==> src/rtl/alu_ctrl_pkg.sv <==
// Shared encodings for the sequential ALU-control block: alu_op values,
// R-type funct_ctrl codes, alu_funct output codes and the FSM state type.
package alu_ctrl_pkg;

    // alu_op encodings coming from the control unit
    localparam logic [1:0] OP_ADD   = 2'b00;
    localparam logic [1:0] OP_SUB   = 2'b01;
    localparam logic [1:0] OP_RTYPE = 2'b10;
    localparam logic [1:0] OP_SLT   = 2'b11;

    // R-type funct_ctrl values understood by the decoder
    localparam logic [5:0] FN_ADDU = 6'b001011;
    localparam logic [5:0] FN_SUBU = 6'b001101;
    localparam logic [5:0] FN_SLL  = 6'b100110;
    localparam logic [5:0] FN_SLLV = 6'b110110;

    // Decoded alu_funct codes presented on the output
    localparam logic [5:0] AF_ADD     = 6'b001001;
    localparam logic [5:0] AF_SUB     = 6'b001010;
    localparam logic [5:0] AF_SLL     = 6'b100001;
    localparam logic [5:0] AF_SLLV    = 6'b110101;
    localparam logic [5:0] AF_SLT     = 6'b101010;
    localparam logic [5:0] AF_ILLEGAL = 6'b000000;

    // Sequencer states
    typedef enum logic [1:0] {
        IDLE  = 2'b00,
        EXEC  = 2'b01,
        SHIFT = 2'b10,
        DONE  = 2'b11
    } state_t;

endpackage

==> src/rtl/alu_ctrl_seq_decode.sv <==
// Combinational decoder: {alu_op, funct_ctrl} -> {alu_funct, illegal, is_shift}.
module alu_funct_decode
    import alu_ctrl_pkg::*;
(
    input  logic [1:0] i_alu_op,
    input  logic [5:0] i_funct_ctrl,
    output logic [5:0] o_alu_funct,
    output logic       o_illegal,
    output logic       o_is_shift
);

    // Map the control-unit request onto an ALU function code
    always_comb begin
        o_alu_funct = AF_ILLEGAL;
        o_illegal   = 1'b0;
        o_is_shift  = 1'b0;
        case (i_alu_op)
            OP_ADD: o_alu_funct = AF_ADD;
            OP_SUB: o_alu_funct = AF_SUB;
            OP_SLT: o_alu_funct = AF_SLT;
            default: begin
                case (i_funct_ctrl)
                    FN_ADDU: o_alu_funct = AF_ADD;
                    FN_SUBU: o_alu_funct = AF_SUB;
                    FN_SLL: begin
                        o_alu_funct = AF_SLL;
                        o_is_shift  = 1'b1;
                    end
                    FN_SLLV: begin
                        o_alu_funct = AF_SLLV;
                        o_is_shift  = 1'b1;
                    end
                    default: begin
                        o_alu_funct = AF_ILLEGAL;
                        o_illegal   = 1'b1;
                    end
                endcase
            end
        endcase
    end

endmodule

==> src/rtl/alu_ctrl_seq.sv <==
// Sequential ALU-control: decodes the request, runs add/sub/slt in one EXEC
// cycle and SLL/SLLV on an iterative shifter (SHIFT_STEP bits per cycle).
// Handshakes: a side transfers on in_valid && in_ready; the result side
// transfers on out_valid && out_ready, and out_valid/result hold until then.
// Optional build macro: ALU_FLAGS_EN adds out_zero / out_ovf flag outputs.
module alu_ctrl_seq
    import alu_ctrl_pkg::*;
#(
    parameter int DATA_W     = 32,
    parameter int SHAMT_W    = $clog2(DATA_W),
    parameter int SHIFT_STEP = 1
) (
    input  logic              clk,
    input  logic              rst_n,
    input  logic              in_valid,
    output logic              in_ready,
    input  logic [1:0]        alu_op,
    input  logic [5:0]        funct_ctrl,
    input  logic [DATA_W-1:0] src_a,
    input  logic [DATA_W-1:0] src_b,
    input  logic [SHAMT_W-1:0] shamt,
    output logic              out_valid,
    input  logic              out_ready,
    output logic [DATA_W-1:0] result,
    output logic [5:0]        alu_funct,
    output logic              illegal,
`ifdef ALU_FLAGS_EN
    output logic              out_zero,
    output logic              out_ovf,
`endif
    output logic [1:0]        dbg_state
);

    // Counter is one bit wider so it can hold SHIFT_STEP == DATA_W
    localparam logic [SHAMT_W:0] STEP_C = (SHAMT_W+1)'(SHIFT_STEP);

    state_t              r_state;
    state_t              w_next;
    logic [DATA_W-1:0]   r_a;
    logic [DATA_W-1:0]   r_b;
    logic [SHAMT_W:0]    r_rem;
    logic [5:0]          r_funct;
    logic                r_illegal;
    logic [DATA_W-1:0]   r_result;

    logic [5:0]          w_dec_funct;
    logic                w_dec_illegal;
    logic                w_dec_shift;
    logic                w_accept;
    logic [SHAMT_W-1:0]  w_amt;
    logic [SHAMT_W:0]    w_step;
    logic                w_last_step;
    logic [DATA_W-1:0]   w_shifted;
    logic [DATA_W-1:0]   w_sum;
    logic [DATA_W-1:0]   w_diff;
    logic                w_slt;
    logic [DATA_W-1:0]   w_exec_res;

    alu_funct_decode u_decode (
        .i_alu_op     (alu_op),
        .i_funct_ctrl (funct_ctrl),
        .o_alu_funct  (w_dec_funct),
        .o_illegal    (w_dec_illegal),
        .o_is_shift   (w_dec_shift)
    );

    // Ready is forced low while reset is asserted
    assign in_ready  = rst_n && ((r_state == IDLE) || ((r_state == DONE) && out_ready));
    assign w_accept  = in_valid && in_ready;
    assign out_valid = (r_state == DONE);
    assign result    = r_result;
    assign alu_funct = r_funct;
    assign illegal   = r_illegal;
    assign dbg_state = r_state;

    // SLLV takes its amount from src_a, SLL from the shamt field
    assign w_amt       = (w_dec_funct == AF_SLLV) ? src_a[SHAMT_W-1:0] : shamt;
    // Last step shifts only what remains, so the shifter never overshoots
    assign w_step      = (r_rem >= STEP_C) ? STEP_C : r_rem;
    assign w_last_step = (r_rem <= STEP_C);
    assign w_shifted   = r_b << w_step;

    assign w_sum  = r_a + r_b;
    assign w_diff = r_a - r_b;
    assign w_slt  = ($signed(r_a) < $signed(r_b));

    // One-cycle result select; illegal requests produce zero
    always_comb begin
        w_exec_res = '0;
        case (r_funct)
            AF_ADD:  w_exec_res = w_sum;
            AF_SUB:  w_exec_res = w_diff;
            AF_SLT:  w_exec_res = {{(DATA_W-1){1'b0}}, w_slt};
            default: w_exec_res = '0;
        endcase
    end

    // State register
    always_ff @(posedge clk or negedge rst_n) begin
        if (!rst_n) r_state <= IDLE;
        else        r_state <= w_next;
    end

    // Next-state logic
    always_comb begin
        w_next = r_state;
        case (r_state)
            IDLE: begin
                if (w_accept) w_next = w_dec_shift ? SHIFT : EXEC;
            end
            EXEC: w_next = DONE;
            SHIFT: begin
                if (w_last_step) w_next = DONE;
            end
            DONE: begin
                if (out_ready) begin
                    if (w_accept) w_next = w_dec_shift ? SHIFT : EXEC;
                    else          w_next = IDLE;
                end
            end
            default: w_next = IDLE;
        endcase
    end

    // Operand capture at accept, iterative shifting, decoded-code registers
    always_ff @(posedge clk or negedge rst_n) begin
        if (!rst_n) begin
            r_a       <= '0;
            r_b       <= '0;
            r_rem     <= '0;
            r_funct   <= AF_ILLEGAL;
            r_illegal <= 1'b0;
        end else if (w_accept) begin
            r_a       <= src_a;
            r_b       <= src_b;
            r_rem     <= {1'b0, w_amt};
            r_funct   <= w_dec_funct;
            r_illegal <= w_dec_illegal;
        end else if (r_state == SHIFT) begin
            r_b   <= w_shifted;
            r_rem <= r_rem - w_step;
        end
    end

    // Result register loads only when an operation completes
    always_ff @(posedge clk or negedge rst_n) begin
        if (!rst_n) begin
            r_result <= '0;
        end else if (r_state == EXEC) begin
            r_result <= w_exec_res;
        end else if ((r_state == SHIFT) && w_last_step) begin
            r_result <= w_shifted;
        end
    end

`ifdef ALU_FLAGS_EN
    logic w_ovf;

    // Signed overflow: operands agree in sign (add) / differ (sub) and the result flips
    always_comb begin
        w_ovf = 1'b0;
        case (r_funct)
            AF_ADD:  w_ovf = (r_a[DATA_W-1] == r_b[DATA_W-1]) && (w_sum[DATA_W-1] != r_a[DATA_W-1]);
            AF_SUB:  w_ovf = (r_a[DATA_W-1] != r_b[DATA_W-1]) && (w_diff[DATA_W-1] != r_a[DATA_W-1]);
            default: w_ovf = 1'b0;
        endcase
    end

    // Flags registered alongside the result
    always_ff @(posedge clk or negedge rst_n) begin
        if (!rst_n) begin
            out_zero <= 1'b0;
            out_ovf  <= 1'b0;
        end else if (r_state == EXEC) begin
            out_zero <= (w_exec_res == '0);
            out_ovf  <= w_ovf;
        end else if ((r_state == SHIFT) && w_last_step) begin
            out_zero <= (w_shifted == '0);
            out_ovf  <= 1'b0;
        end
    end
`endif

endmodule

==> config.mk <==
export PLATFORM = sky130hd
export DESIGN_NAME = alu_ctrl_seq
export DESIGN_NICKNAME = d
export VERILOG_FILES = /design/src/rtl/alu_ctrl_pkg.sv /design/src/rtl/alu_ctrl_seq_decode.sv /design/src/rtl/alu_ctrl_seq.sv
export SDC_FILE = /design/constraint.sdc
export NUM_CORES = 1
export LEC_CHECK = 0
export CORE_MARGIN = 2
export CORE_UTILIZATION = 36
export DETAILED_ROUTE_END_ITERATION = 6
export PLACE_DENSITY = 0.54
export SLEW_MARGIN = 10
export SYNTH_ARGS = -nofsm -noshare
export SYNTH_HDL_FRONTEND = slang
export SYNTH_SLANG_ARGS = --single-unit
export TNS_END_PERCENT = 1
==> constraint.sdc <==
create_clock -name clk -period 7.4 [get_ports clk]
set_input_delay 1.48 -clock clk [delete_from_list [all_inputs] [get_ports clk]]
set_output_delay 1.48 -clock clk [all_outputs]
set_load 0.01 [all_outputs]
Fig. 1: run 1, layout detail
Window x 112 to 132, y 112 to 132 µm. Cells in gray, sequential cells in the stronger gray; small squares are vias.
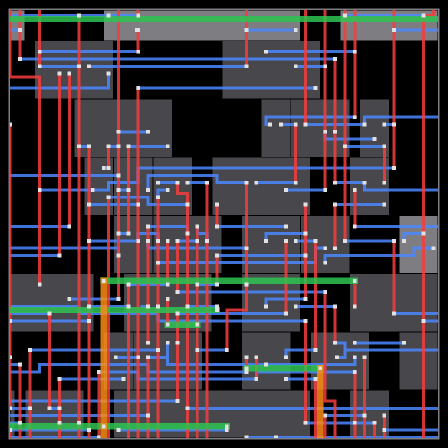
| color | layer |
|---|---|
| orange | M4 |
| blue | M1 |
| red | M2 |
| green | M3 |
cells with their middle in the window: 26
most frequent: ha_1 (4)
sequential cells in the window: 1
netlist names of flops here include: `result` (1)

Fig. 2: run 1, met2 routing
(2 px per µm)
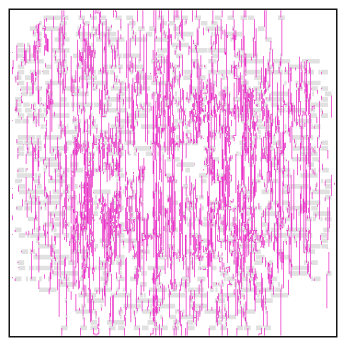
main direction: vertical
longest straight run: 79.0 µm

Fig. 3: run 1, I/O nets highlighted
(2 px per µm)
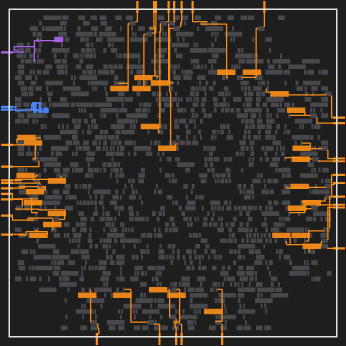
| color | port | bits | direction | edge | end cells | buffers | wire |
|---|---|---|---|---|---|---|---|
| purple | `out_valid` | 1 | output | left | 1 | 1 | 46.7 µm |
| blue | `alu_op` | 2 | input | left | 5 | 2 | 40.4 µm |
| orange | `result` | 32 | output | 10 right, 9 left, 8 top, 5 bottom | 32 | 32 | 1090 µm |

==> CHANGELOG.md, run 1 <==
### Changed

- Final Net Count: 1402
- Cts bufs inserted: 9
- CP bufs+invs: 2
- Status: finished, final reports clean
- P per Cell Area: 508 mW/mm²
- Mapped cell area: 0.00910 mm²
- Crit path to: in_ready
- Fin. max-slew vios: 0
- Die Y: 163 µm
- R2R cell count: 11
- Die Wd: 163 µm
- Switching part of the total: 52.0%
- Syn_area_per_cell: 7.74 µm²
- Post-CTS Setup Repair Bufs: 0
- Worst path most repeated cell: clkdlybuf4s50_1
- CP endpoint kind: output port
- Number of cells in Yosys stat: 1176
- Site row count: 58
- Max_cap viols: 0
- Class of the worst hold path: flip-flop to flip-flop
- DP Wirelength: 21200 µm
- Vias per cell: 5.49
- Core Util at FP: 36.4%
- Routed WL: 29400 µm
- Top cell type's share of synthesized area: 30.2%
- Top cells by count: 240 x nand2_1, 110 x dfrtp_1, 98 x a21oi_1
- H-tree levels: 3
- Fin crit period: 4270 ps
- First-pass GRT wire length: 47500 µm
- Dominant logic cell type in the layout: nand2_1
- GRT overflow: 0
- Tot Pwr: 5.51 mW
- Share of cells above drive strength 1: 4.94%
- Clk network pwr share: 9.8%
- Leakage: 4.86 nW
- Setup crit start kind: input pin
- Tightest Pin Transition: 1080 ps
- Top cells by area: dfrtp_1 30%, nand2_1 9.9%, ha_1 9.3%
## run 1: registers in the layout, summed over array words and instances, names as in the netlist
signal,flops
r_a,32
illegal,1
result,32
dbg_state,2
alu_funct,5
r_b,32
r_rem,6
## run 1: how the worst min path moves through the flow
stage / startpoint / end / slack, ps
2_1_floorplan: r_a[31] / r_a[31] / 450
3_5_place_dp: illegal / illegal / 470
3_3_place_gp: illegal / illegal / 460
5_1_grt: result[5] / result[5] / 530
4_1_cts: illegal / illegal / 500
6_report: illegal / illegal / 490
## run 1: cells by family (layout without fill, tap and decap cells)
group,after synthesis,count (layout),synth area share (%)
compound gates,373,373,27.3
xor+xnor,12,12,1.15
fa+ha+maj,70,70,9.79
buf+inv,139,219,6.23
flops,110,110,30.2
mux,45,45,4.98
simple gates,427,427,20.3
## run 1: layout make-up
type / instances / area, µm²
flip-flops and latches: 110 / 2750
clock inverters: 7 / 98.8
well taps: 330 / 413
multi-input cells: 927 / 5790
fillers: 2600 / 14200
repair buffers: 136 / 1330
inverters: 67 / 251
clock buffers: 9 / 225
## run 1: power groups by stage
stage / clock network, mW / logic, mW / registers (mW)
after floorplan: 0 / 2.65 / 1.18
after global placement: 0 / 3.71 / 1.22
after detailed placement: 0 / 3.71 / 1.23
after CTS: 0.556 / 3.74 / 1.22
after global routing: 0.576 / 4.18 / 1.27
final: 0.542 / 3.76 / 1.21
## run 1: routing by layer
metal / GRT usage, % / share of wire (%)
met4: 4.75 / 1.3
met2: 37.6 / 46
met3: 3.31 / 5.3
met5: 0 / 0
met1: 31.5 / 47
## run 1: through the flow
stage	hold WS, ps	worst slack, ps	std cells
global placement	462	3150	1570
CTS	501	3130	1586
finish	494	3130	1586
floorplan	452	4150	1176
detailed placement	470	3140	1570
global route	528	3010	1586
Fig. 4: run 1, routed metal, one color a layer
(4 px per µm) Only two layers are drawn.
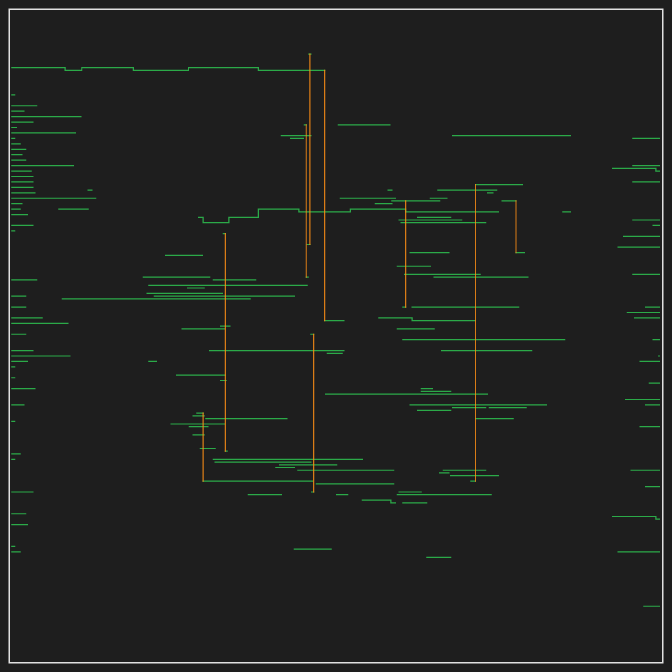

==> run 2, diff against run 1 <==
--- a/config.mk
+++ b/config.mk
@@ -8,7 +8,7 @@
 export CORE_MARGIN = 2
 export CORE_UTILIZATION = 36
 export DETAILED_ROUTE_END_ITERATION = 6
-export PLACE_DENSITY = 0.54
+export PLACE_DENSITY = 0.56
 export SLEW_MARGIN = 10
 export SYNTH_ARGS = -nofsm -noshare
 export SYNTH_HDL_FRONTEND = slang
==> constraint.sdc (replaced) <==
create_clock -name clk -period 3.6 [get_ports clk]
set_input_delay 0.72 -clock clk [delete_from_list [all_inputs] [get_ports clk]]
set_output_delay 0.72 -clock clk [all_outputs]
set_load 0.01 [all_outputs]
Fig. 5: run 2, routed metal, one color a layer
(4 px per µm) Only two layers are drawn.
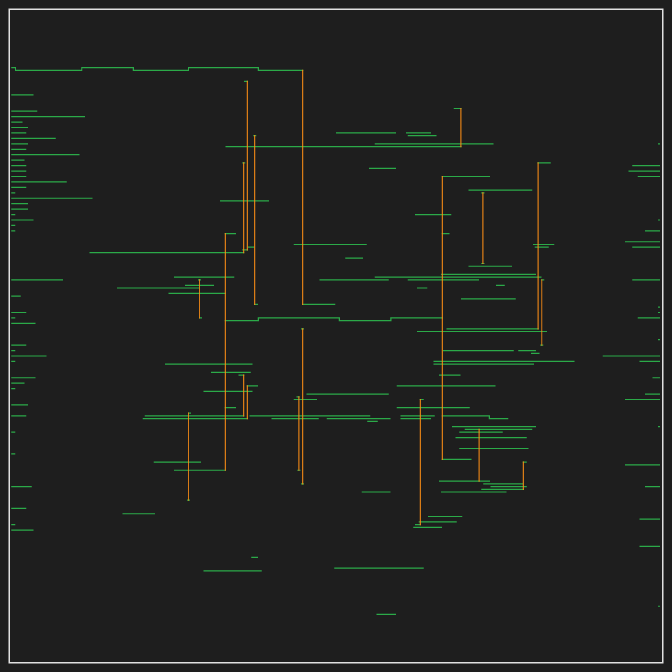
| color | layer | wire length |
|---|---|---|
| green | M3 | 1550 µm |
| orange | M4 | 538 µm |
detail-routed net length per standard cell: 19.2 µm
Routed WL: 30900 µm
All-Layer GR Usage: 23.5%
via count: 8859

Fig. 6: run 2, I/O nets highlighted
(2 px per µm)
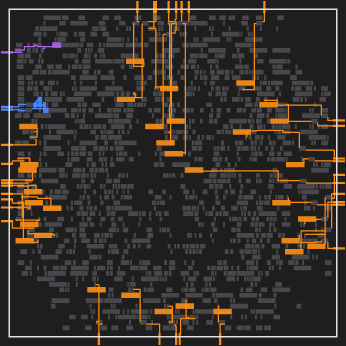
| color | port | bits | direction | edge | end cells | buffers | wire |
|---|---|---|---|---|---|---|---|
| orange | `result` | 32 | output | 10 right, 9 left, 8 top, 5 bottom | 32 | 32 | 1210 µm |
| blue | `alu_op` | 2 | input | left | 5 | 2 | 42.9 µm |
| purple | `out_valid` | 1 | output | left | 1 | 1 | 33.7 µm |

==> run 2 against run 1 <==
- cell count grew 1.1%
- non-clock buffer count grew 18
- die size is the same
- sequential cell count is the same
- synthesized cell count is the same
- critical endpoint is now result[30]
==> CHANGELOG.md, run 2 <==
### Changed

- Fin crit period: 3290 ps
- Fillers: 2617
- Die Wd: 163 µm
- CP endpoint kind: flip-flop
- Leakage: 4.95 nW
- Final Net Count: 1420
- Synth Area in Compound Gates: 27.3%
- Syn_area_per_cell: 7.74 µm²
- Mapped cell area: 0.00910 mm²
- Comb area leader: AND-OR/OR-AND gates
- Non-Filler Instances: 1604
- Max_cap viols: 0
- DP Wirelength: 23000 µm
- Status: finished, final reports clean
- Top cells by count: 240 x nand2_1, 110 x dfrtp_1, 98 x a21oi_1
- Cts bufs inserted: 9
- GRT overflow: 0
- Site row count: 58
- First-pass GRT wire length: 48800 µm
- Fin. max-slew vios: 0
- Dominant logic cell type in the layout: nand2_1
- Number of cells in Yosys stat: 1176
- Post-synthesis xor/xnor area fraction: 1.15%
- Top cells by area: dfrtp_1 30%, nand2_1 9.9%, ha_1 9.3%
- Post-CTS Setup Repair Bufs: 0
- P per Cell Area: 1040 mW/mm²
- Adder-Cell Fraction of Synth Area: 9.79%
[run 2: cell counts after synthesis]
Identical to the previous run, type by type.
[run 2: stage by stage]
| step | power [mW] | util [%] | worst slack (ps) | cell area [µm²] | hold slack (ps) |
|---|---|---|---|---|---|
| 2_1_floorplan | 7.86 | - | 868 | 9100 | 424 |
| 3_3_place_gp | 10.3 | 42.7 | 420 | 10700 | 464 |
| 3_5_place_dp | 10.3 | 42.7 | 382 | 10700 | 473 |
| 4_1_cts | 11.5 | 43.9 | 332 | 11000 | 502 |
| 5_1_grt | 12.5 | 43.9 | 122 | 11000 | 513 |
| 6_report | 11.5 | 43.9 | 312 | 11000 | 472 |
[run 2: cell type report]
cell class	count	area, µm²	share of cell area (%)
Clock inverter	7	75.1	0.683
Sequential cell	110	2750	25.0
Timing Repair Buffer	154	1490	13.5
Multi-Input combinational cell	927	5790	52.7
Inverter	67	251	2.29
Clock buffer	9	225	2.05
Tap cell	330	413	3.75
[run 2: where the power goes]
| part | switching [mW] | leakage, nW | internal [mW] |
|---|---|---|---|
| Clock | 0.576 | 0.145 | 0.497 |
| Sequential | 0.649 | 1.35 | 1.84 |
| Combinational | 4.78 | 3.45 | 3.15 |
| Total | 6.00 | 4.95 | 5.48 |
[run 2: per-layer routing]
layer	track usage, %	wire length, µm
met4	6.03	537
met3	3.59	1550
met1	32.4	14500
met2	38.6	14300
met5	0	0
[run 2: final timing paths]
check / startpoint / endpoint / slack (ps)
max in group asynchronous: rst_n / r_a[17] / 2150
setup reg to reg: r_b[2] / result[30] / 310
hold reg to reg: illegal / illegal / 500
setup / recovery: r_b[2] / result[30] / 310
min in group clk: illegal / illegal / 500
hold / removal: rst_n / r_a[14] / 470
Fig. 7: run 2, layout detail
Window x 112 to 132, y 112 to 132 µm. Cells in gray, sequential cells in the stronger gray; small squares are vias.
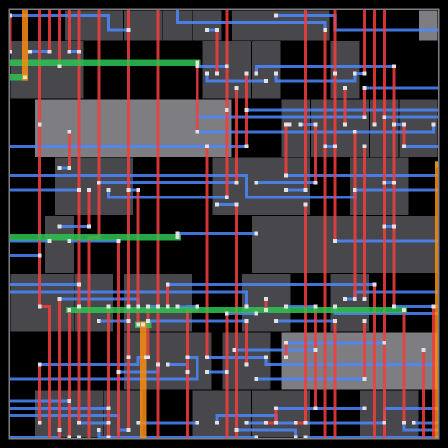

==> run 3, diff against run 2 <==
--- a/config.mk
+++ b/config.mk
@@ -6,9 +6,9 @@
 export NUM_CORES = 1
 export LEC_CHECK = 0
 export CORE_MARGIN = 2
-export CORE_UTILIZATION = 36
+export CORE_UTILIZATION = 35
 export DETAILED_ROUTE_END_ITERATION = 6
-export PLACE_DENSITY = 0.56
+export PLACE_DENSITY = 0.55
 export SLEW_MARGIN = 10
 export SYNTH_ARGS = -nofsm -noshare
 export SYNTH_HDL_FRONTEND = slang
Fig. 8: run 3, layout detail
Window x 114 to 134, y 114 to 134 µm. Cells in gray, sequential cells in the stronger gray; small squares are vias.
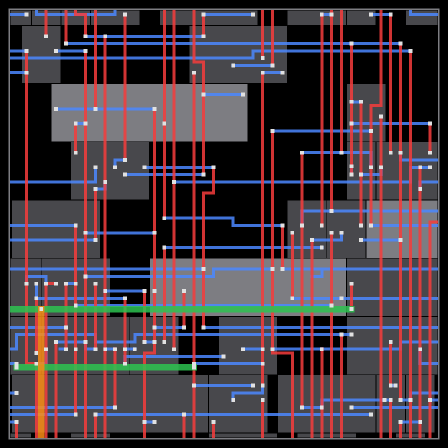
| color | layer |
|---|---|
| green | M3 |
| orange | M4 |
| blue | M1 |
| red | M2 |
most frequent: a21oi_1 (3), ha_1 (3)
netlist names of flops here include: `result` (2)
cells with their middle in the window: 22
sequential cells in the window: 2

Fig. 9: run 3, met2 routing
(2 px per µm)
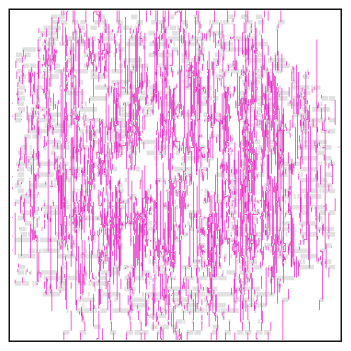
main direction: vertical
wire length on this layer: 14400 µm
longest straight run: 111 µm
nets with wire on the layer: 1142
Routed WL: 30500 µm
met2 GRT Util: 38.0%
via count: 8890

==> run 3 against run 2 <==
- setup slack improved by 26 ps
- clock skew fell by 4.9 ps
- routed wire length fell by 1.1%
==> CHANGELOG.md, run 3 <==
### Changed

- Synth Area in Compound Gates: 27.3%
- Vias per cell: 5.54
- Dominant logic cell type in the layout: nand2_1
- Net Sw Power: 5.98 mW
- Syn_area_per_cell: 7.74 µm²
- CP bufs+invs: 1
- First-pass GRT wire length: 48400 µm
- Fin. max-slew vios: 0
- Top cells by count: 240 x nand2_1, 110 x dfrtp_1, 98 x a21oi_1
- DP Wirelength: 22600 µm
- Post-CTS Setup Repair Bufs: 0
- Seq pwr share: 21.6%
- Flop-to-flop setup slack: 340 ps
- Detail-routed net length per standard cell: 19.0 µm
- Worst r2r src: r_b[18]
- Comb area leader: AND-OR/OR-AND gates
- Number of cells in Yosys stat: 1176
- Hold WS: 425 ps
- Cts bufs inserted: 9
- Clk network pwr share: 9.1%
- Worst reg2reg endpoint: result[27]
- Synth Area in Simple Gates: 20.3%
- Post-synthesis xor/xnor area fraction: 1.15%
- Top cell type's share of synthesized area: 30.2%
- GRT overflow: 0
- P_int: 5.46 mW
- Die Y: 165 µm
- Core Util at FP: 35.3%
- All-Layer GR Usage: 22.7%
- Fillers: 2684
- Class of the worst hold path: input pin to async pin
- Top cells by area: dfrtp_1 30%, nand2_1 9.9%, ha_1 9.3%
- R2R cell count: 11
- Status: finished, final reports clean
- Setup crit start kind: flip-flop
- Final Net Count: 1416
- H-tree levels: 3
- Tightest Pin Transition: 915 ps
-- run 3: routing by layer --
metal	global-route usage, %	vias to the layer above	wire length, µm
met3	3.57	23	1570
met1	30.9	4308	14200
met4	5.02	0	366
met2	38.0	209	14400
li1	-	4350	-
met5	0	-	0
-- run 3: worst max path at each step --
stage	cells after the start	startpoint	to	slack [ps]
floorplan	11	r_b[0]	result[30]	870
global placement	11	r_b[0]	result[30]	410
detailed placement	11	r_b[0]	result[30]	300
CTS	11	r_b[0]	result[30]	270
global route	11	r_b[2]	result[30]	80
finish	11	r_b[18]	result[27]	340
-- run 3: power groups by stage --
stage	Clock, mW	Combinational [mW]	Sequential [mW]
2_1_floorplan	0	5.44	2.42
3_3_place_gp	0	7.83	2.49
3_5_place_dp	0	7.80	2.50
4_1_cts	1.07	7.86	2.48
5_1_grt	1.11	8.79	2.58
6_report	1.04	7.92	2.48
-- run 3: layout make-up --
class	count	area (µm²)	area share, %
Multi-Input combinational cell	927	5810	52.9
Sequential cell	110	2750	25.1
Timing Repair Buffer	150	1460	13.3
Tap cell	335	419	3.82
Inverter	67	251	2.29
Clock buffer	9	225	2.05
Clock inverter	7	73.8	0.672
-- run 3: per-stage QoR --
stage | total power [mW] | setup WS [ps] | area (µm²) | utilization, % | std cells
2_1_floorplan | 7.86 | 868 | 9100 | - | 1176
3_3_place_gp | 10.3 | 411 | 10700 | 41.4 | 1589
3_5_place_dp | 10.3 | 304 | 10700 | 41.4 | 1589
4_1_cts | 11.4 | 273 | 11000 | 42.6 | 1605
5_1_grt | 12.5 | 83.9 | 11000 | 42.6 | 1605
6_report | 11.4 | 338 | 11000 | 42.6 | 1605
Power is estimated from default activity; no workload was simulated.
